File: src/rtl/muldiv_sequencer.sv
// Iterative multiply/divide unit with architectural HI/LO for the MIPS execute stage.
// Define MULDIV_EARLY_OUT_EN to retire multiplies early once the remaining multiplier bits are zero.
module muldiv_sequencer #(
  parameter int unsigned WIDTH = 32,
  parameter int unsigned CNT_W = 6
) (
  input  logic             clk,
  input  logic             rst_n,
  input  logic             start,
  input  logic [1:0]       op,
  input  logic [WIDTH-1:0] op_a,
  input  logic [WIDTH-1:0] op_b,
  input  logic             flush,
  input  logic             hi_we,
  input  logic             lo_we,
  input  logic [WIDTH-1:0] wdata,
  output logic             busy,
  output logic             done,
  output logic             div_zero,
  output logic [WIDTH-1:0] hi,
  output logic [WIDTH-1:0] lo
);

  typedef enum logic [1:0] {S_IDLE, S_CALC, S_FIX, S_FIN} state_t;

  state_t             r_state;
  logic [CNT_W-1:0]   r_cnt;
  logic               r_is_div;
  logic               r_neg_res;
  logic               r_neg_rem;
  logic [WIDTH-1:0]   r_opnd;
  logic [2*WIDTH-1:0] r_acc;
  logic               r_busy;
  logic               r_done;
  logic               r_dz;
  logic [WIDTH-1:0]   r_hi;
  logic [WIDTH-1:0]   r_lo;

  logic               w_signed;
  logic               w_neg_a;
  logic               w_neg_b;
  logic [WIDTH-1:0]   w_mag_a;
  logic [WIDTH-1:0]   w_mag_b;
  logic [WIDTH:0]     w_sum;
  logic [2*WIDTH-1:0] w_mul_next;
  logic [WIDTH:0]     w_rem_sh;
  logic [WIDTH+1:0]   w_trial;
  logic [2*WIDTH-1:0] w_div_next;
  logic [2*WIDTH-1:0] w_prod;
  logic [WIDTH-1:0]   w_quo;
  logic [WIDTH-1:0]   w_rem;
  logic               w_mt_ok;

  assign w_signed = ~op[0];
  assign w_neg_a  = w_signed & op_a[WIDTH-1];
  assign w_neg_b  = w_signed & op_b[WIDTH-1];
  assign w_mag_a  = w_neg_a ? -op_a : op_a;
  assign w_mag_b  = w_neg_b ? -op_b : op_b;

  // Multiply: accumulator upper half gains the multiplicand when the multiplier LSB is set.
  assign w_sum      = {1'b0, r_acc[2*WIDTH-1:WIDTH]} + (r_acc[0] ? {1'b0, r_opnd} : {(WIDTH+1){1'b0}});
  assign w_mul_next = {w_sum, r_acc[WIDTH-1:1]};

  // Divide: {remainder, quotient} shifts left; a non-borrowing trial subtract commits and sets the quotient bit.
  assign w_rem_sh   = r_acc[2*WIDTH-1:WIDTH-1];
  assign w_trial    = {1'b0, w_rem_sh} - {2'b00, r_opnd};
  assign w_div_next = w_trial[WIDTH+1] ? {r_acc[2*WIDTH-2:0], 1'b0}
                                       : {w_trial[WIDTH-1:0], r_acc[WIDTH-2:0], 1'b1};

  assign w_prod = r_neg_res ? -r_acc : r_acc;
  assign w_quo  = r_neg_res ? -r_acc[WIDTH-1:0] : r_acc[WIDTH-1:0];
  assign w_rem  = r_neg_rem ? -r_acc[2*WIDTH-1:WIDTH] : r_acc[2*WIDTH-1:WIDTH];

  assign w_mt_ok = (r_state == S_IDLE) || (r_state == S_FIN);

`ifdef MULDIV_EARLY_OUT_EN
  logic [CNT_W-1:0]   w_shamt;
  logic [WIDTH-1:0]   w_live_mask;
  logic               w_mul_early;
  logic [2*WIDTH-1:0] w_acc_sh;

  // Unprocessed multiplier bits occupy acc[r_cnt-1:0].
  assign w_shamt     = CNT_W'(WIDTH) - r_cnt;
  assign w_live_mask = {WIDTH{1'b1}} >> w_shamt;
  assign w_mul_early = ~r_is_div && ((r_acc[WIDTH-1:0] & w_live_mask) == '0);
  assign w_acc_sh    = r_acc >> r_cnt;
`endif

  always_ff @(posedge clk or negedge rst_n) begin
    if (!rst_n) begin
      r_state   <= S_IDLE;
      r_cnt     <= '0;
      r_is_div  <= 1'b0;
      r_neg_res <= 1'b0;
      r_neg_rem <= 1'b0;
      r_opnd    <= '0;
      r_acc     <= '0;
      r_busy    <= 1'b0;
      r_done    <= 1'b0;
      r_dz      <= 1'b0;
      r_hi      <= '0;
      r_lo      <= '0;
    end else begin
      r_done <= 1'b0;
      if (w_mt_ok) begin
        if (hi_we) r_hi <= wdata;
        if (lo_we) r_lo <= wdata;
      end
      case (r_state)
        S_IDLE: begin
          if (start) begin
            r_is_div  <= op[1];
            r_neg_res <= w_neg_a ^ w_neg_b;
            r_neg_rem <= w_neg_a;
            r_dz      <= 1'b0;
            if (op[1] && (op_b == '0)) begin
              r_dz    <= 1'b1;
              r_done  <= 1'b1;
              r_state <= S_FIN;
            end else begin
              r_opnd  <= op[1] ? w_mag_b : w_mag_a;
              r_acc   <= {{WIDTH{1'b0}}, (op[1] ? w_mag_a : w_mag_b)};
              r_cnt   <= CNT_W'(WIDTH);
              r_busy  <= 1'b1;
              r_state <= S_CALC;
            end
          end
        end
        S_CALC: begin
          if (flush) begin
            r_busy  <= 1'b0;
            r_state <= S_IDLE;
          end else begin
`ifdef MULDIV_EARLY_OUT_EN
            if (w_mul_early) begin
              r_acc   <= w_acc_sh;
              r_cnt   <= '0;
              r_state <= S_FIX;
            end else begin
              r_acc <= r_is_div ? w_div_next : w_mul_next;
              r_cnt <= r_cnt - CNT_W'(1);
              if (r_cnt == CNT_W'(1)) r_state <= S_FIX;
            end
`else
            r_acc <= r_is_div ? w_div_next : w_mul_next;
            r_cnt <= r_cnt - CNT_W'(1);
            if (r_cnt == CNT_W'(1)) r_state <= S_FIX;
`endif
          end
        end
        S_FIX: begin
          r_busy <= 1'b0;
          if (flush) begin
            r_state <= S_IDLE;
          end else begin
            if (r_is_div) begin
              r_hi <= w_rem;
              r_lo <= w_quo;
            end else begin
              r_hi <= w_prod[2*WIDTH-1:WIDTH];
              r_lo <= w_prod[WIDTH-1:0];
            end
            r_done  <= 1'b1;
            r_state <= S_FIN;
          end
        end
        S_FIN: begin
          r_state <= S_IDLE;
        end
        default: r_state <= S_IDLE;
      endcase
    end
  end

  assign busy     = r_busy;
  assign done     = r_done;
  assign div_zero = r_dz;
  assign hi       = r_hi;
  assign lo       = r_lo;

endmodule

File: config.mk
export PLATFORM = sky130hd
export DESIGN_NAME = muldiv_sequencer
export DESIGN_NICKNAME = d
export VERILOG_FILES = /design/src/rtl/muldiv_sequencer.sv
export SDC_FILE = /design/constraint.sdc
export NUM_CORES = 1
export LEC_CHECK = 0
export ABC_CLOCK_PERIOD_IN_PS = 3300
export CAP_MARGIN = 0
export CORE_UTILIZATION = 35
export DETAILED_ROUTE_END_ITERATION = 6
export HOLD_SLACK_MARGIN = 0.03
export PLACE_DENSITY = 0.64
export SLEW_MARGIN = 20
export SYNTH_ARGS = -nofsm -noshare
export SYNTH_HDL_FRONTEND = slang
export SYNTH_SLANG_ARGS = --single-unit
File: constraint.sdc
create_clock -name clk -period 3.3 [get_ports clk]
set_clock_uncertainty 0.05 [all_clocks]
set_input_delay 0.66 -clock clk [delete_from_list [all_inputs] [get_ports clk]]
set_output_delay 0.66 -clock clk [all_outputs]
set_load 0.1 [all_outputs]
==> results.sh, run 1 <==
# flow metrics
export IMPL_outcome="finished, violations left"
export IMPL_violations="setup timing"
export IMPL_crit_top_cell="or4_4"
export IMPL_place_hpwl_um=46480
export IMPL_nets=2529
export IMPL_cts_hold_buf=0
export IMPL_rr_worst_depth=12
export IMPL_fin_ws_ps=-183.1
export IMPL_endpoint="hi[21]"
export IMPL_critPathLaunch="r_acc[6]"
export IMPL_die_area_um2=44290
export IMPL_area_leaders="dfrtp_1 (29%), o21ai_0 (7.3%), ha_1 (6.0%)"
export IMPL_slew_headroom_pct=48.36
export IMPL_die_width_um=210.5
export IMPL_syn_avg_cell_area_um2=7.900
export IMPL_fin_crit_sh_pct=105.5
export IMPL_postRouteAntennaNets=0
export IMPL_core_rowCount=76
export IMPL_r2r_end="hi[21]"
export IMPL_final_cell_count_no_fill=2948
export IMPL_clk_latency_ps=460
export IMPL_fp_util_pct=35.38
export IMPL_p_sw_uw=13530
export IMPL_cts_root_buf="clkbuf_16"
export IMPL_ys_warn_count=0
export IMPL_finalSetupViolCount=24
export IMPL_power_frac_comb_pct=75.3
export IMPL_postSynthCellCount=1925
export IMPL_cts_buffers=17
export IMPL_p_clk_share_pct=8.3
export IMPL_viasPerCell=5.451
export IMPL_dpl_cell_count=2878
export IMPL_syn_area_um2=15210
export IMPL_maxCapViolations=0
export IMPL_most_common_cell="nand2_1"
export IMPL_vias=16070
export IMPL_seqPwrFrac_pct=16.4
export IMPL_switching_share_pct=54.06
export IMPL_first_pass_iters=5
export IMPL_wl_um=57910
export IMPL_worst_path_stages=12
export IMPL_grt_setup_unrepaired="true"
export IMPL_min_period_ps=3483
run 1: power groups by stage:
stage               combinational (µW)  sequential [µW]  clock (µW)
finish                           18800             4110        2080
global route                     20100             4220        2180
CTS                              17500             4050        2100
detailed placement               17200             4080           0
global placement                 17000             4040           0
floorplan                         8370             6710           0
run 1: worst min-delay path by stage:
stage / startpoint / to / cells past startpoint
2_1_floorplan: rst_n / busy / 0
3_3_place_gp: r_opnd[26] / r_opnd[26] / 2
3_5_place_dp: r_opnd[26] / r_opnd[26] / 2
4_1_cts: rst_n / hi[27] / 1
5_1_grt: rst_n / hi[27] / 1
6_report: rst_n / hi[27] / 1
run 1: cell type report:
type                    instances  area (µm²)  area share, %
repair buffers                519        4385          20.64
clock buffers                  18       429.2          2.020
multi-input cells            1567       10910          51.33
clock inverters                14       157.7         0.7420
well taps                     585       732.0          3.445
inverters                      71       279.0          1.313
flip-flops and latches        174        4358          20.51
run 1: stage by stage:
| stage | worst slack (ps) | TNS (ps) |
|---|---|---|
| 2_1_floorplan | -74.08 | -74.08 |
| 3_3_place_gp | -315.5 | -12480 |
| 3_5_place_dp | -413.1 | -18080 |
| 4_1_cts | -201.0 | -1798 |
| 5_1_grt | -299.4 | -5092 |
| 6_report | -183.1 | -1954 |
run 1: cells by family (layout without fill, tap and decap cells):
kind of cell | count (synthesis) | in the layout | synth area share, %
AOI/OAI and AO/OA | 613 | 613 | 24.46
and+or+nand+nor | 586 | 586 | 17.87
buffers and inverters | 184 | 622 | 4.624
xor gates and xnor gates | 176 | 176 | 10.14
DFF | 174 | 174 | 28.63
muxes | 117 | 117 | 8.013
adders and majority gates | 75 | 75 | 6.269
run 1: cells in the final DEF (no fill, tap or decap), drive strengths merged, types with 13 or more instances in the layout:
| master | synthesis | final |
|---|---|---|
| mux2i | 79 | 79 |
| xnor2 | 99 | 99 |
| mux2 | 38 | 38 |
| inv | 71 | 76 |
| nor4 | 22 | 22 |
| nor3 | 34 | 34 |
| a211oi | 40 | 40 |
| a21o | 16 | 16 |
| buf | 22 | 415 |
| o21ai | 225 | 225 |
| nor2b | 19 | 19 |
| nand2b | 22 | 22 |
| nand3 | 21 | 21 |
| clkbuf | 91 | 21 |
| nand2 | 230 | 230 |
| a22oi | 21 | 21 |
| xor2 | 77 | 77 |
| clkdlybuf4s50 | 0 | 101 |
| a31oi | 21 | 21 |
| ha | 73 | 73 |
| or3 | 17 | 17 |
| o31ai | 22 | 22 |
| dfrtp | 174 | 174 |
| a21oi | 163 | 163 |
| and3 | 13 | 13 |
| nor2 | 164 | 164 |
run 1: layer usage:
metal  global-route usage [%]  up-vias  routed length [µm]
met5                        0        -                   0
met1                    35.34     7643               26370
met4                    9.895        0                1868
met2                    40.96      586               26340
met3                    3.010       84                3338
li1                         -     7758                   -
run 1: state kept, by name (all words and copies together), names as in the netlist, 2 cells and up:
register,count
r_acc,64
hi,32
lo,32
r_opnd,32
r_cnt,6
r_state,2
run 1: timing repair:
item / CTS / global route
pin swaps: 15 / 71
setup endpoints to repair: 58 / 73
setup buffers: 15 / 25
gates cloned: 0 / 3
resized: 44 / 138
### Cell classes on the final placement, run 1

Bar = 50 µm.
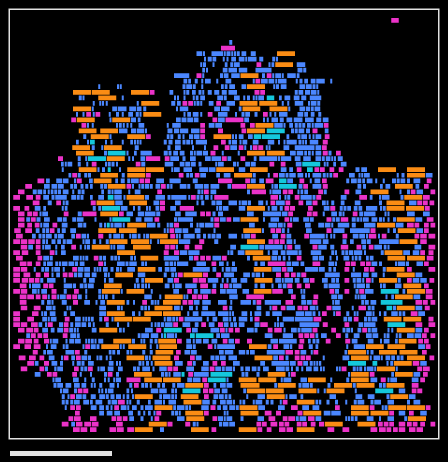
legend:
  registers:
    colour: orange
    cells: 174
    share_of_their_area: 21%
  clock drivers and dummy loads:
    colour: cyan
    cells: 32
    share_of_their_area: 2.9%
  remaining buffers and delay cells:
    colour: magenta
    cells: 519
    share_of_their_area: 21%
  remaining logic cells:
    colour: blue
    cells: 1638
    share_of_their_area: 55%
core area: 42980 µm²
Design Area, Final: 21250 µm²
Final Util: 49.44%
register fraction of the total cell area: 20.51%

### Routing congestion map, run 1

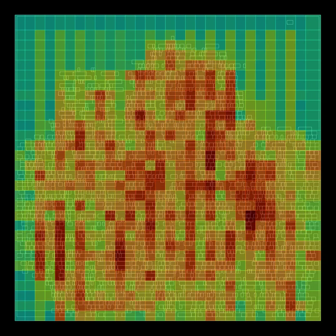
met3 usage: 3.010%
M1 GR Usage: 35.34%

### Register map, names as in the netlist, run 1

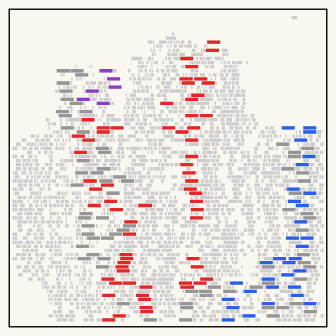
legend:
  hi:
    colour: blue
    flops: 32
  r_acc:
    colour: red
    flops: 64
  r_cnt:
    colour: purple
    flops: 6
not coloured: 72
Seq. pwr: 4110 µW
register area: 4358 µm²

==> run 2: changes to the inputs <==
TNS_END_PERCENT = 5   (was unset)
### Cell classes on the final placement, run 2

Bar = 50 µm.
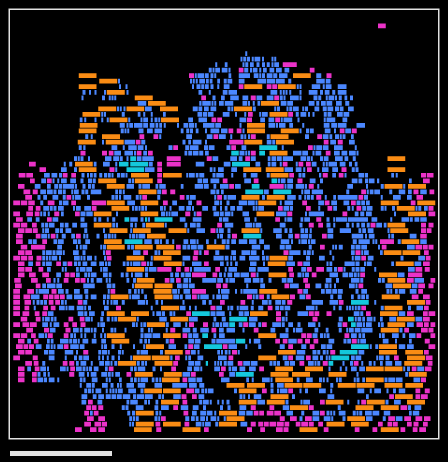
legend:
  clock drivers and dummy loads:
    colour: cyan
    cells: 32
    share_of_their_area: 2.8%
  remaining buffers and delay cells:
    colour: magenta
    cells: 461
    share_of_their_area: 20%
  registers:
    colour: orange
    cells: 174
    share_of_their_area: 22%
  remaining logic cells:
    colour: blue
    cells: 1638
    share_of_their_area: 55%
Final Util: 47.28%
register fraction of the total cell area: 21.44%
cell row count: 76

### Routing congestion map, run 2

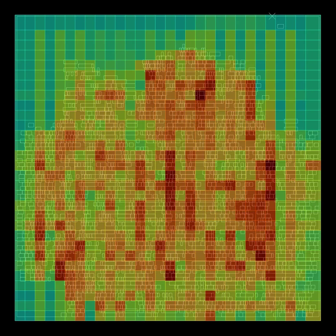
met3 usage: 2.861%
GR Util met2: 39.89%
busiest grt layer: met2
gr usage total: 25.08%
M1 GR Usage: 35.86%

==> results.sh, run 2 <==
# flow metrics
export IMPL_syn_avg_cell_area_um2=7.900
export IMPL_outcome="finished, violations left"
export IMPL_fin_ws_ps=-206.4
export IMPL_nets=2471
export IMPL_critPathLaunch="r_acc[6]"
export IMPL_fin_crit_sh_pct=106.3
export IMPL_die_area_um2=44290
export IMPL_violations="DRC, setup timing"
export IMPL_r2r_end="hi[21]"
export IMPL_place_hpwl_um=45530
export IMPL_largest_reg_flops=64
export IMPL_first_pass_iters=7
export IMPL_dpl_cell_count=2855
export IMPL_core_um2=42980
export IMPL_drc=1
export IMPL_slew_headroom_pct=30.06
export IMPL_finalSetupViolCount=21
export IMPL_setup_tns_final_ps=-1399
export IMPL_lay_top_cells="buf_4 (345), nand2_1 (228), o21ai_0 (198)"
export IMPL_ys_warn_count=0
export IMPL_min_period_ps=3506
export IMPL_wl_um=55770
export IMPL_cts_buffers=17
export IMPL_rr_worst_depth=11
[run 2: cell counts after synthesis]
No cell type changed its count.
[run 2: cell families (layout without fill, tap and decap cells)]
group	after synthesis	in the layout	synth area share, %
fa+ha+maj	75	75	6.269
simple gates	586	586	17.87
flops	174	174	28.63
compound gates	613	613	24.46
mux	117	117	8.013
xor+xnor	176	176	10.14
buf+inv	184	564	4.624
[run 2: how the worst min path moves through the flow]
stage,startpoint,to,slack (ps),cells after the start
after floorplan,rst_n,busy,310,0
after global placement,r_opnd[25],r_opnd[25],410,2
after CTS,rst_n,r_opnd[26],210,1
after detailed placement,r_opnd[26],r_opnd[26],410,2
after global routing,rst_n,r_cnt[4],230,1
final,rst_n,r_cnt[4],180,1
[run 2: per-stage QoR]
step	setup WS [ps]	util, %	power [µW]
after floorplan	-76.10	-	15070
after global placement	-358.8	45.14	20840
after detailed placement	-465.0	45.15	21020
after CTS	-256.8	46.82	23270
after global routing	-310.2	47.28	25070
final	-206.4	47.28	23610
[run 2: final cells by class]
class / count / area share [%]
inverter: 71 / 1.312
clock inverter: 11 / 0.4803
tap: 585 / 3.602
clock buffer: 21 / 2.266
timing repair buffer: 461 / 19.07
multi-input combinational: 1567 / 51.83
sequential: 174 / 21.44
[run 2: report_power, final]
| group | leakage, µW | internal, µW | switching, µW |
|---|---|---|---|
| combinational | 0.00660 | 6500 | 11100 |
| clock | 0.000265 | 1030 | 959 |
| sequential | 0.00219 | 3120 | 936 |
| total | 0.00906 | 10600 | 13000 |
[run 2: what timing repair did]
item / in CTS / in global routing
gates resized: 47 / 47
buffers inserted: 2 / 1
setup endpoints to repair: 46 / 83
pin swaps: 10 / 15
[run 2: layer usage]
metal / track usage [%] / routed length, µm / up-vias
li1: - / - / 7639
met1: 35.86 / 26270 / 7481
met2: 39.89 / 24950 / 543
met3: 2.861 / 3378 / 71
met4: 6.722 / 1158 / 2
met5: 0 / 9 / -
[run 2: critical path, delay by kind of cell (launching register included)]
kind,cells,cell delay [ps]
flops,1,380
xor+xnor,1,160
simple gates,7,2400
buf+inv,1,160
compound gates,2,280
==> run 3: changes to the inputs <==
--- a/config.mk
+++ b/config.mk
@@ -6,5 +6,5 @@
 export NUM_CORES = 1
 export LEC_CHECK = 0
-export ABC_CLOCK_PERIOD_IN_PS = 3300
+export ABC_CLOCK_PERIOD_IN_PS = 2950
 export CAP_MARGIN = 0
 export CORE_UTILIZATION = 35
@@ -12,4 +12,5 @@
 export HOLD_SLACK_MARGIN = 0.03
 export PLACE_DENSITY = 0.64
+export SETUP_SLACK_MARGIN = 0.02
 export SLEW_MARGIN = 20
 export SYNTH_ARGS = -nofsm -noshare
==> constraint.sdc (replaced) <==
create_clock -name clk -period 2.95 [get_ports clk]
set_clock_uncertainty 0.05 [all_clocks]
set_input_delay 0.59 -clock clk [delete_from_list [all_inputs] [get_ports clk]]
set_output_delay 0.59 -clock clk [all_outputs]
set_load 0.02 [all_outputs]
### Cell classes on the final placement, run 3

Bar = 50 µm.
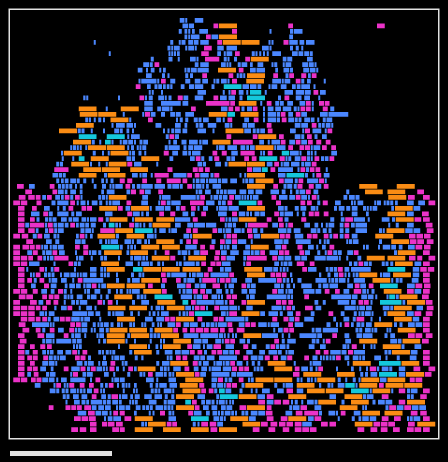
Final Util: 51.74%
Design Area, Final: 22240 µm²

### Routing congestion map, run 3

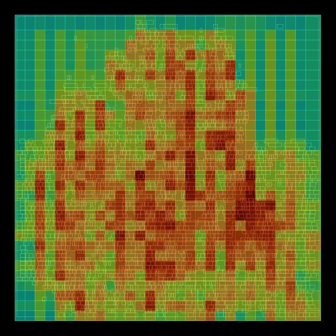
M1 GR Usage: 36.09%
met3 usage: 2.518%
WL per Instance: 19.63 µm

==> results.sh, run 3 <==
# flow metrics
export IMPL_mostFrequentLayoutCell="buf_4"
export IMPL_peakVddDrop_mv=0.5599
export IMPL_largest_reg_flops=64
export IMPL_synth_distinct_cells=75
export IMPL_cts_root_buf="clkbuf_16"
export IMPL_wl_um=59550
export IMPL_fin_ws_ps=-525.5
export IMPL_core_rowCount=76
export IMPL_die_width_um=210.5
export IMPL_place_hpwl_um=47820
export IMPL_vias=16470
export IMPL_nets=2614
export IMPL_syn_to_final_growth_pct=46.21
export IMPL_drc=0
export IMPL_setup_tns_final_ps=-18650
export IMPL_outcome="finished, violations left"
export IMPL_dpl_cell_count=2972
export IMPL_clk_pin_slew_worst_paths_ps=70
export IMPL_fin_crit_sh_pct=117.8
export IMPL_ys_seq_share_pct=28.63
export IMPL_top_register="r_acc"
export IMPL_slew_headroom_pct=49.13
export IMPL_hold_class="in -> async"
export IMPL_yosys_top_cells_count="nand2_1 (229), o21ai_0 (221), dfrtp_1 (174)"
export IMPL_power_uw=26600
export IMPL_die_area_um2=44290
export IMPL_grt_total_usage_pct=26.64
export IMPL_violations="setup timing"
export IMPL_min_period_ps=3475
export IMPL_core_um2=42980
export IMPL_finalSetupViolCount=70
export IMPL_syn_avg_cell_area_um2=7.900
export IMPL_grt_ovfl_total=0
export IMPL_first_pass_iters=5
export IMPL_cts_buffers=17
export IMPL_drive_gt1_share_pct=26.76
export IMPL_grt_pass1_wl_um=90930
export IMPL_p_leak_uw=0.009891
export IMPL_first_iter_violations=1277
export IMPL_area_leaders="dfrtp_1 (29%), o21ai_0 (7.3%), ha_1 (6.0%)"
export IMPL_finalHoldViolCount=0
export IMPL_lay_top_cells="buf_4 (406), nand2_1 (226), dfrtp_1 (171)"
export IMPL_fin_hold_ws_ps=51.77
export IMPL_start_kind="register"
export IMPL_cts_hold_buf=0
export IMPL_ys_warn_count=0
## run 3: cell counts after synthesis
Identical to the previous run, type by type.
## run 3: final cells by class
class                      instances  area (µm²)
fill                            4049       20740
multi-input combinational       1567       11020
clock inverter                    13       168.9
timing repair buffer             604        5234
sequential                       174        4358
tap                              585       732.0
antenna                            1       2.502
inverter                          71       266.5
clock buffer                      19       452.9
## run 3: through the flow
step / worst slack [ps] / area, µm²
3_3_place_gp: -753.8 / 20560
4_1_cts: -469.4 / 21820
2_1_floorplan: -287.7 / 15370
5_1_grt: -624.3 / 22230
3_5_place_dp: -756.8 / 20560
6_report: -525.5 / 22240
## run 3: cells by family (layout without fill, tap and decap cells)
family	Yosys count	in the layout	synth area share, %
AOI/OAI and AO/OA	613	613	24.46
and+or+nand+nor	586	586	17.87
buffers and inverters	184	707	4.624
xor gates and xnor gates	176	176	10.14
DFF	174	174	28.63
muxes	117	117	8.013
adders and majority gates	75	75	6.269
other	0	1	0
## run 3: worst paths after layout
kind | start | end | slack (ps) | cells past startpoint
worst max-delay path | r_acc[0] | hi[21] | -530 | 11
worst max register to register | r_acc[0] | hi[21] | -530 | 11
worst min register to register | busy | busy | 430 | 2
min in group clk | busy | busy | 430 | 2
max in group asynchronous | rst_n | lo[25] | 1880 | 2
worst min-delay path | rst_n | lo[0] | 50 | 1
## run 3: where the power goes
group | total [µW] | internal [µW] | switching [µW]
sequential | 4400 | 3490 | 912
combinational | 19800 | 9070 | 10700
clock | 2420 | 1330 | 1090
## run 3: per-layer routing
layer  wire length, µm  GRT usage, %  part of all wire (%)  vias up
met3              2914         2.518                   4.9       79
met2             28160         44.76                    47      566
met5                 0             0                     0        -
met1             27060         36.09                    45     7884
met4              1422         8.221                   2.4        0
li1                  -             -                     -     7945
## run 3: what timing repair did
action	CTS	global route
setup endpoints to repair	113	121
gates cloned	3	0
pin swaps	53	48
resized	115	83
buffers inserted	20	9
## run 3: worst max-delay path: cells and delay by family (launching register included)
kind | cells | cell delay [ps]
AOI/OAI and AO/OA | 2 | 260
xor gates and xnor gates | 1 | 250
buffers and inverters | 1 | 130
DFF | 1 | 420
and+or+nand+nor | 7 | 2210
Power and IR drop assume default switching activity.
